## src/rtl/reaction_pkg.sv

```systemverilog
// Shared types and constants for the reaction-time game block.
package reaction_pkg;

  typedef enum logic [2:0] {IDLE, WAIT_RAND, ARMED, DONE, FOUL} state_t;

  typedef logic [3:0] bcd_digit_t;

  localparam logic [15:0] BCD_MAX   = 16'h9999;
  localparam logic [15:0] LFSR_TAPS = 16'hB400;

  // Right-shifting Galois step for x^16+x^14+x^13+x^11+1.
  function automatic logic [15:0] lfsr_step(input logic [15:0] cur);
    return {1'b0, cur[15:1]} ^ (cur[0] ? LFSR_TAPS : 16'h0000);
  endfunction

endpackage

```

## src/rtl/bcd_counter4.sv

```systemverilog
// Four-digit BCD up-counter with synchronous clear that saturates at 9999.
module bcd_counter4
  import reaction_pkg::*;
(
  input  logic        clk,
  input  logic        rst_n,
  input  logic        clr,
  input  logic        inc,
  output logic [15:0] value,
  output logic        sat
);

  logic [15:0] incremented;
  logic        carry;
  bcd_digit_t  digit;

  // Ripple the +1 through the digits, wrapping each 9 to 0.
  always_comb begin
    incremented = value;
    carry       = 1'b1;
    digit       = '0;
    for (int i = 0; i < 4; i++) begin
      digit = value[4*i +: 4];
      if (carry) begin
        if (digit == 4'd9) begin
          incremented[4*i +: 4] = 4'd0;
        end else begin
          incremented[4*i +: 4] = digit + 4'd1;
          carry = 1'b0;
        end
      end
    end
  end

  assign sat = (value == BCD_MAX);

  always_ff @(posedge clk or negedge rst_n) begin
    if (!rst_n) begin
      value <= '0;
    end else if (clr) begin
      value <= '0;
    end else if (inc && !sat) begin
      value <= incremented;
    end
  end

endmodule

```

## src/rtl/reaction_timer.sv

```systemverilog
// Reaction-time game FSM: random pre-LED wait, then millisecond count until
// the react button, reported as BCD with foul and timeout status.
module reaction_timer
  import reaction_pkg::*;
#(
  parameter int          MIN_DELAY_MS = 1000,
  parameter int          RAND_BITS    = 10,
  parameter logic [15:0] LFSR_SEED    = 16'hACE1
) (
  input  logic        clk,
  input  logic        rst_n,
  input  logic        msec_pulse,
  input  logic        start_btn,
  input  logic        react_btn,
  output logic        led,
  output logic        busy,
  output logic        done,
  output logic        foul,
  output logic        timeout,
  output logic [15:0] reaction_bcd
);

  localparam int DW = $clog2(MIN_DELAY_MS + 2**RAND_BITS);

  state_t          state, state_n;
  logic [15:0]     lfsr;
  logic [DW-1:0]   delay_cnt;
  logic            start_q, react_q;
  logic            start_rise, react_rise;
  logic            cnt_clr, cnt_inc, cnt_sat, hit_sat;

  assign start_rise = start_btn & ~start_q;
  assign react_rise = react_btn & ~react_q;

  // A react press beats a coincident final delay pulse or count pulse.
  always_comb begin
    state_n = state;
    cnt_clr = 1'b0;
    cnt_inc = 1'b0;
    hit_sat = 1'b0;
    case (state)
      IDLE, DONE, FOUL: begin
        if (start_rise) begin
          state_n = WAIT_RAND;
          cnt_clr = 1'b1;
        end
      end
      WAIT_RAND: begin
        if (react_rise) begin
          state_n = FOUL;
        end else if (msec_pulse && delay_cnt == DW'(1)) begin
          state_n = ARMED;
        end
      end
      ARMED: begin
        if (react_rise) begin
          state_n = DONE;
        end else if (msec_pulse) begin
          if (cnt_sat) begin
            state_n = DONE;
            hit_sat = 1'b1;
          end else begin
            cnt_inc = 1'b1;
          end
        end
      end
      default: state_n = IDLE;
    endcase
  end

  always_ff @(posedge clk or negedge rst_n) begin
    if (!rst_n) begin
      state     <= IDLE;
      lfsr      <= LFSR_SEED;
      delay_cnt <= '0;
      start_q   <= 1'b0;
      react_q   <= 1'b0;
      led       <= 1'b0;
      busy      <= 1'b0;
      done      <= 1'b0;
      foul      <= 1'b0;
      timeout   <= 1'b0;
    end else begin
      start_q <= start_btn;
      react_q <= react_btn;
      lfsr    <= lfsr_step(lfsr);
      state   <= state_n;
      led     <= (state_n == ARMED);
      busy    <= (state_n == WAIT_RAND) || (state_n == ARMED);
      done    <= (state_n == DONE);
      foul    <= (state_n == FOUL);
      if (cnt_clr) begin
        timeout <= 1'b0;
      end else if (hit_sat) begin
        timeout <= 1'b1;
      end
      if (cnt_clr) begin
        delay_cnt <= DW'(MIN_DELAY_MS) + DW'(lfsr[RAND_BITS-1:0]);
      end else if (state == WAIT_RAND && msec_pulse && !react_rise) begin
        delay_cnt <= delay_cnt - DW'(1);
      end
    end
  end

  bcd_counter4 u_count (
    .clk   (clk),
    .rst_n (rst_n),
    .clr   (cnt_clr),
    .inc   (cnt_inc),
    .value (reaction_bcd),
    .sat   (cnt_sat)
  );

endmodule

```

## config.mk

```make
export PLATFORM = sky130hd
export DESIGN_NAME = reaction_timer
export DESIGN_NICKNAME = d
export VERILOG_FILES = /design/src/rtl/reaction_pkg.sv /design/src/rtl/bcd_counter4.sv /design/src/rtl/reaction_timer.sv
export SDC_FILE = /design/constraint.sdc
export NUM_CORES = 1
export LEC_CHECK = 0
export CAP_MARGIN = 20
export CORE_ASPECT_RATIO = 1.2
export CORE_MARGIN = 2
export CORE_UTILIZATION = 29
export CTS_BUF_LIST = sky130_fd_sc_hd__clkbuf_4
export DETAILED_ROUTE_END_ITERATION = 16
export GPL_TIMING_DRIVEN = 0
export PLACE_DENSITY = 0.54
export SLEW_MARGIN = 40
export SYNTH_ARGS = -nofsm -noshare
export SYNTH_HDL_FRONTEND = slang
export SYNTH_SLANG_ARGS = --single-unit
```

## constraint.sdc

```tcl
create_clock -name clk -period 1.7 [get_ports clk]
set_input_delay 0.34 -clock clk [delete_from_list [all_inputs] [get_ports clk]]
set_output_delay 0.34 -clock clk [all_outputs]
set_load 0.005 [all_outputs]
```

**Run 1: met3 routing**

(3 px per µm)
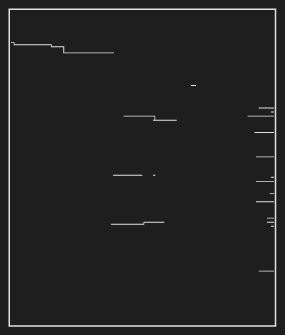
share of all routed wire: 2.5%
nets with wire on the layer: 16
wire length on this layer: 135 µm
final wirelength: 5464 µm
Vias: 1928

**Run 1: signal wires on met2**

(3 px per µm)
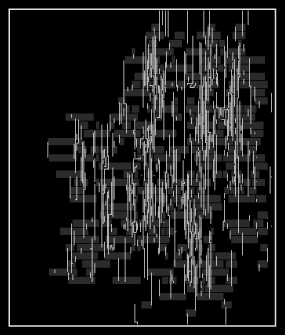
share of all routed wire: 51%
nets with wire on the layer: 264
main direction: vertical
grt met2 use: 0.1987

==> flow_metrics.tcl, run 1 <==
# place-and-route summary
set metrics [dict create \
    viasPerCell 4.624 \
    comb-power_mw 0.897 \
    crit_type "flop to flop" \
    irDropWorstVdd_v 0.0003651 \
    synthTopCellsByCount "45 x dfrtp_1, 25 x nor2_1, 23 x nand2_1" \
    async_flop_share 1.000 \
    worst_slack_ns -0.1193 \
    crit_start "u_count.value[2]$_DFFE_PN0P_" \
    hold_depth 0 \
    ys_area_um2 2469 \
    grt_util_all_layers 0.1215 \
    cts_buffer_depth 2 \
    fin_tns_setup_ns -0.5982 \
    place_ws_ns -0.7007 \
    yosys.area_share.xor_xnor 0.08515 \
    violations "setup timing" \
    reg2reg_depth 6 \
    drt_first_pass_iters 6 \
    synth_area_per_cell_um2 10.64 \
    met1_length_um 2495 \
    grt_pass1_wl_um 8818 \
    hold_end "lfsr[11]$_DFF_PN1_" \
    mi_logic_area_um2 1234 \
    setup_viol 9 \
    finalClockPeriodUsage 1.070 \
    max_freq_mhz 549.7 \
    synthAoiAreaFrac 0.08109 \
    timing.final.max_slew_violations 0 \
    worst_slew_pin_slew_ns 0.3476 \
    r2r-end "u_count.value[9]$_DFFE_PN0P_" \
    ys_warn_count 0 \
    holdCritStartpoint "lfsr[12]$_DFF_PN0_" \
    pwr-share-clk 0.184 \
    drc 0 \
    htree_levels 2 \
    max_slew_margin 0.7661 \
    p_seq_frac 0.519 \
    wl_per_cell_um 13.10 \
    nFillCells 810 \
    status "finished, violations left" \
]
**Run 1: selected gate families**

(4 px per µm)
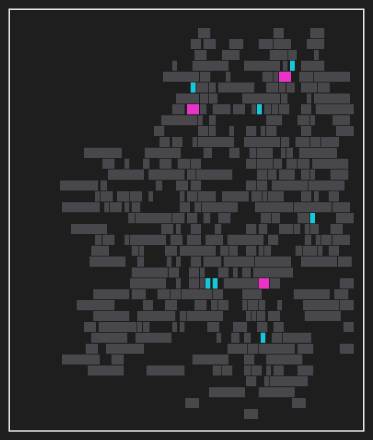
[cyan] inv cells | cells: 7
[magenta] non-inverting ao/oa cells | cells: 3
Final Non-Filler Cells: 417
most frequent logic cell in the layout: dfrtp_1
combinational share of cell area: 0.3587

-- run 1: worst max-delay path, cell delays in order (launching register included) --
cell and delay, ns:
dfrtp_2 0.45, nor4bb_4 0.37, nor4bb_4 0.28, buf_4 0.18
nand2_2 0.06, or3_4 0.32, a21oi_2 0.11
-- run 1: placed cells by master, fill, tap and decap left out, types with 5 or more instances in the layout --
cell type        synthesis  layout
nand2_1                 23      21
clkbuf_4                 0       7
buf_4                    2      36
dlymetal6s2s_1           0      10
xnor2_1                  8       6
dfrtp_2                  0       7
dfstp_2                  8       8
nand4_1                  5       5
buf_6                    1       5
a21oi_1                 11       8
inv_1                    7       7
clkdlybuf4s50_1          0      10
dfrtp_1                 45      38
nor2b_1                  6       5
xor2_1                  16      16
o21ai_0                 12       8
nor2_1                  25      23
-- run 1: timing repair --
action / 4_1_cts / 5_1_grt
hold endpoints to repair: 25 / 0
gates cloned: 1 / 0
pin swaps: 11 / 18
setup endpoints to repair: 40 / 43
resized: 29 / 37
setup buffers: 19 / 19
hold buffers: 1 / 0
-- run 1: routing by layer --
metal / vias up / track usage
met5: - / 0
met4: 0 / 0.03896
met3: 5 / 0.02844
met2: 21 / 0.1987
met1: 954 / 0.1566
li1: 948 / -
-- run 1: state kept, by name, summed over array words and instances (netlist names) --
signal / flops
foul: 1
busy: 1
u_count.value: 16
start_q: 1
done: 1
state: 3
delay_cnt: 11
timeout: 1
react_q: 1
lfsr: 16
led: 1
-- run 1: final cells by class --
type                       instances  area share
buffer                             6     0.01455
inverter                           7    0.007639
clock buffer                       5     0.01091
clock inverter                     3    0.005093
sequential                        53      0.3911
tap                              114     0.04147
multi-input combinational        165      0.3587
timing repair buffer              64      0.1706
==> run 1 -> run 2 <==
--- a/config.mk
+++ b/config.mk
@@ -5,11 +5,11 @@
 export SDC_FILE = /design/constraint.sdc
 export NUM_CORES = 1
 export LEC_CHECK = 0
-export CAP_MARGIN = 20
 export CORE_ASPECT_RATIO = 1.2
 export CORE_MARGIN = 2
 export CORE_UTILIZATION = 29
 export CTS_BUF_LIST = sky130_fd_sc_hd__clkbuf_4
+export CTS_CLUSTER_DIAMETER = 50
 export DETAILED_ROUTE_END_ITERATION = 16
 export GPL_TIMING_DRIVEN = 0
 export PLACE_DENSITY = 0.54
**Run 2: selected gate families**

(4 px per µm)
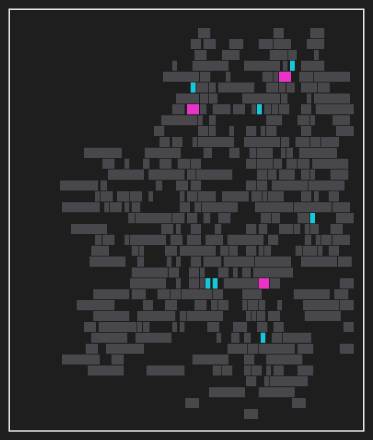
[cyan] inv cells | cells: 7
[magenta] non-inverting ao/oa cells | cells: 3

**Run 2: routing congestion map**

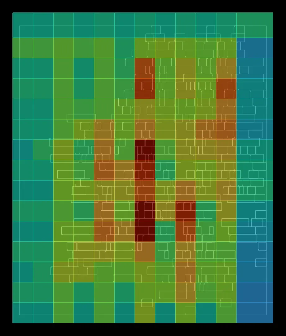
met3 Resource Use GR: 0.02844
utilization after layout: 0.4196
most used routing layer: met2

**Run 2: met3 routing**

(3 px per µm)
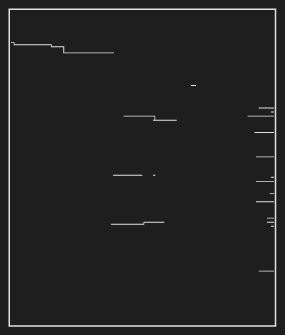
longest straight run: 16.6 µm
main direction: horizontal
wire length on this layer: 135 µm
share of all routed wire: 2.5%
nets with wire on the layer: 16

==> run 2 against run 1 <==
Net effect:
- the flow still finishes with violations (setup timing)
- power did not move
- largest cell class unchanged
- sequential power barely moved
- hold slack did not move
- highest routed layer unchanged
==> flow_metrics.tcl, run 2 <==
# place-and-route summary
set metrics [dict create \
    fa_ha_area_frac 0.01521 \
    io_pins 26 \
    yosysSeqAreaShare 0.5413 \
    grt_use_met2 0.1987 \
    grt_max_degree 29 \
    met1_length_um 2495 \
    drive_above_1_share 0.3234 \
    wl_met3_um 134 \
    row_count 36 \
    ys_warn_count 0 \
    ys.flop_type "dfrtp_1" \
    fin_skew_ns 0.007723 \
    antenna_cells 0 \
    max_freq_mhz 549.7 \
    grt_pass1_wl_um 8818 \
    ys.flops 53 \
    totalPowerFinal_mw 3.020 \
    worst_slew_pin_slew_ns 0.3476 \
    top_layer_used "met4" \
    ys_area_um2 2469 \
    synth_area_per_cell_um2 10.64 \
    port_buffers 25 \
    rsz0062_at_grt "yes" \
    setup_viol 9 \
    grt_antenna_before_repair 0 \
    wl_per_cell_um 13.10 \
    worst_slack_ns -0.1193 \
    cts_setup_buffers 19 \
    lay_top_count "dfrtp_1" \
    async_flop_share 1.000 \
    most_common_cell "dfrtp_1" \
    finalClockPeriodUsage 1.070 \
    area_growth_pct 39.33 \
    synthTopCellsByCount "45 x dfrtp_1, 25 x nor2_1, 23 x nand2_1" \
    top_area_cell "dfrtp_1" \
    holdBufCountCts 1 \
    viasPerCell 4.624 \
    synthTopCellsByArea "dfrtp_1 46%, dfstp_2 8.5%, xor2_1 5.7%" \
    synthCells 232 \
    drv_cap 0 \
    timing.final.max_slew_violations 0 \
    syn_nets 240 \
    synth_top_area_share 0.4562 \
    critPathTopFamily "simple AND/OR/NAND/NOR gates" \
    grt_util_all_layers 0.1215 \
    critPathMaxStageDelay_ns 0.45 \
    vias 1928 \
    yosys.area_share.xor_xnor 0.08515 \
    hpwl_um 3408 \
    dp_cells 372 \
    drc 0 \
    htree_levels 2 \
    yosysCellCount 232 \
    synthAoiAreaFrac 0.08109 \
    layout.cells.non_filler 417 \
    fp-utilization 0.3011 \
    status "finished, violations left" \
    cts_buffer_depth 2 \
    max_slew_margin 0.7661 \
    cp_max_fo 3 \
    overflow 0 \
    wl_um 5464 \
    nFillCells 810 \
    path_buffers 1 \
    p_leak_nw 1.665 \
    gr-usage-met1 0.1566 \
    nNetsFinal 310 \
    cp.arrival_ns 2.14 \
    crit_top_cell "nor4bb_4" \
    drt_first_pass_iters 6 \
    die_width_um 88.23 \
    crit_type "flop to flop" \
    cts_resized 29 \
    violations "setup timing" \
    top_regs "lfsr x16, u_count.value x16, delay_cnt x11" \
    crit_chain "nor4bb_4, nor4bb_4, buf_4, nand2_2, or3_4, a21oi_2" \
    cts_root_buf "clkbuf_4" \
    slowest_stage "dfrtp_2" \
    edf_count 0 \
    irDropWorstVdd_v 0.0003651 \
    layout_top_cells "38 x dfrtp_1, 36 x buf_4, 23 x nor2_1" \
    whs_ns 0.3787 \
    grt_pass1_vias 1812 \
    simple_gate_share 0.2337 \
    place_ws_ns -0.7007 \
    worstSkewPairLatency_ns 0.37 \
]
## run 2: final cells by class
cell class / count / area [µm²] / area share
multi-input cells: 165 / 1234 / 0.3587
clock buffers: 5 / 37.54 / 0.01091
flip-flops and latches: 53 / 1345 / 0.3911
plain buffers: 6 / 50.05 / 0.01455
clock inverters: 3 / 17.52 / 0.005093
inverters: 7 / 26.28 / 0.007639
repair buffers: 64 / 586.8 / 0.1706
well taps: 114 / 142.6 / 0.04147
## run 2: through the flow
| stage | utilization | TNS [ns] | instance area [µm²] |
|---|---|---|---|
| 6_report | 0.4196 | -0.5982 | 3440 |
| 5_1_grt | 0.4196 | -2.162 | 3440 |
| 4_1_cts | 0.3900 | -1.176 | 3197 |
| 3_5_place_dp | 0.3536 | -17.83 | 2899 |
| 3_3_place_gp | 0.3515 | -84.47 | 2882 |
| 2_1_floorplan | - | -0.1226 | 2489 |
## run 2: final timing paths
kind	startpoint	endpoint	slack, ns	cells after the start
hold / removal	lfsr[12]$_DFF_PN0_	lfsr[11]$_DFF_PN1_	0.38	0
setup / recovery	u_count.value[2]$_DFFE_PN0P_	u_count.value[9]$_DFFE_PN0P_	-0.12	6
hold reg to reg	lfsr[12]$_DFF_PN0_	lfsr[11]$_DFF_PN1_	0.38	0
min in group asynchronous	rst_n	busy$_DFF_PN0_	0.40	2
setup reg to reg	u_count.value[2]$_DFFE_PN0P_	u_count.value[9]$_DFFE_PN0P_	-0.12	6
max in group asynchronous	rst_n	lfsr[7]$_DFF_PN1_	0.76	3
## run 2: report_power, final
group | leakage, nW | switching (mW) | total [mW] | internal [mW]
clock | 0.0326 | 0.397 | 0.555 | 0.158
sequential | 0.662 | 0.148 | 1.57 | 1.42
combinational | 0.971 | 0.436 | 0.897 | 0.461
Power figures rest on the tool's default switching activity, not on a simulated workload.
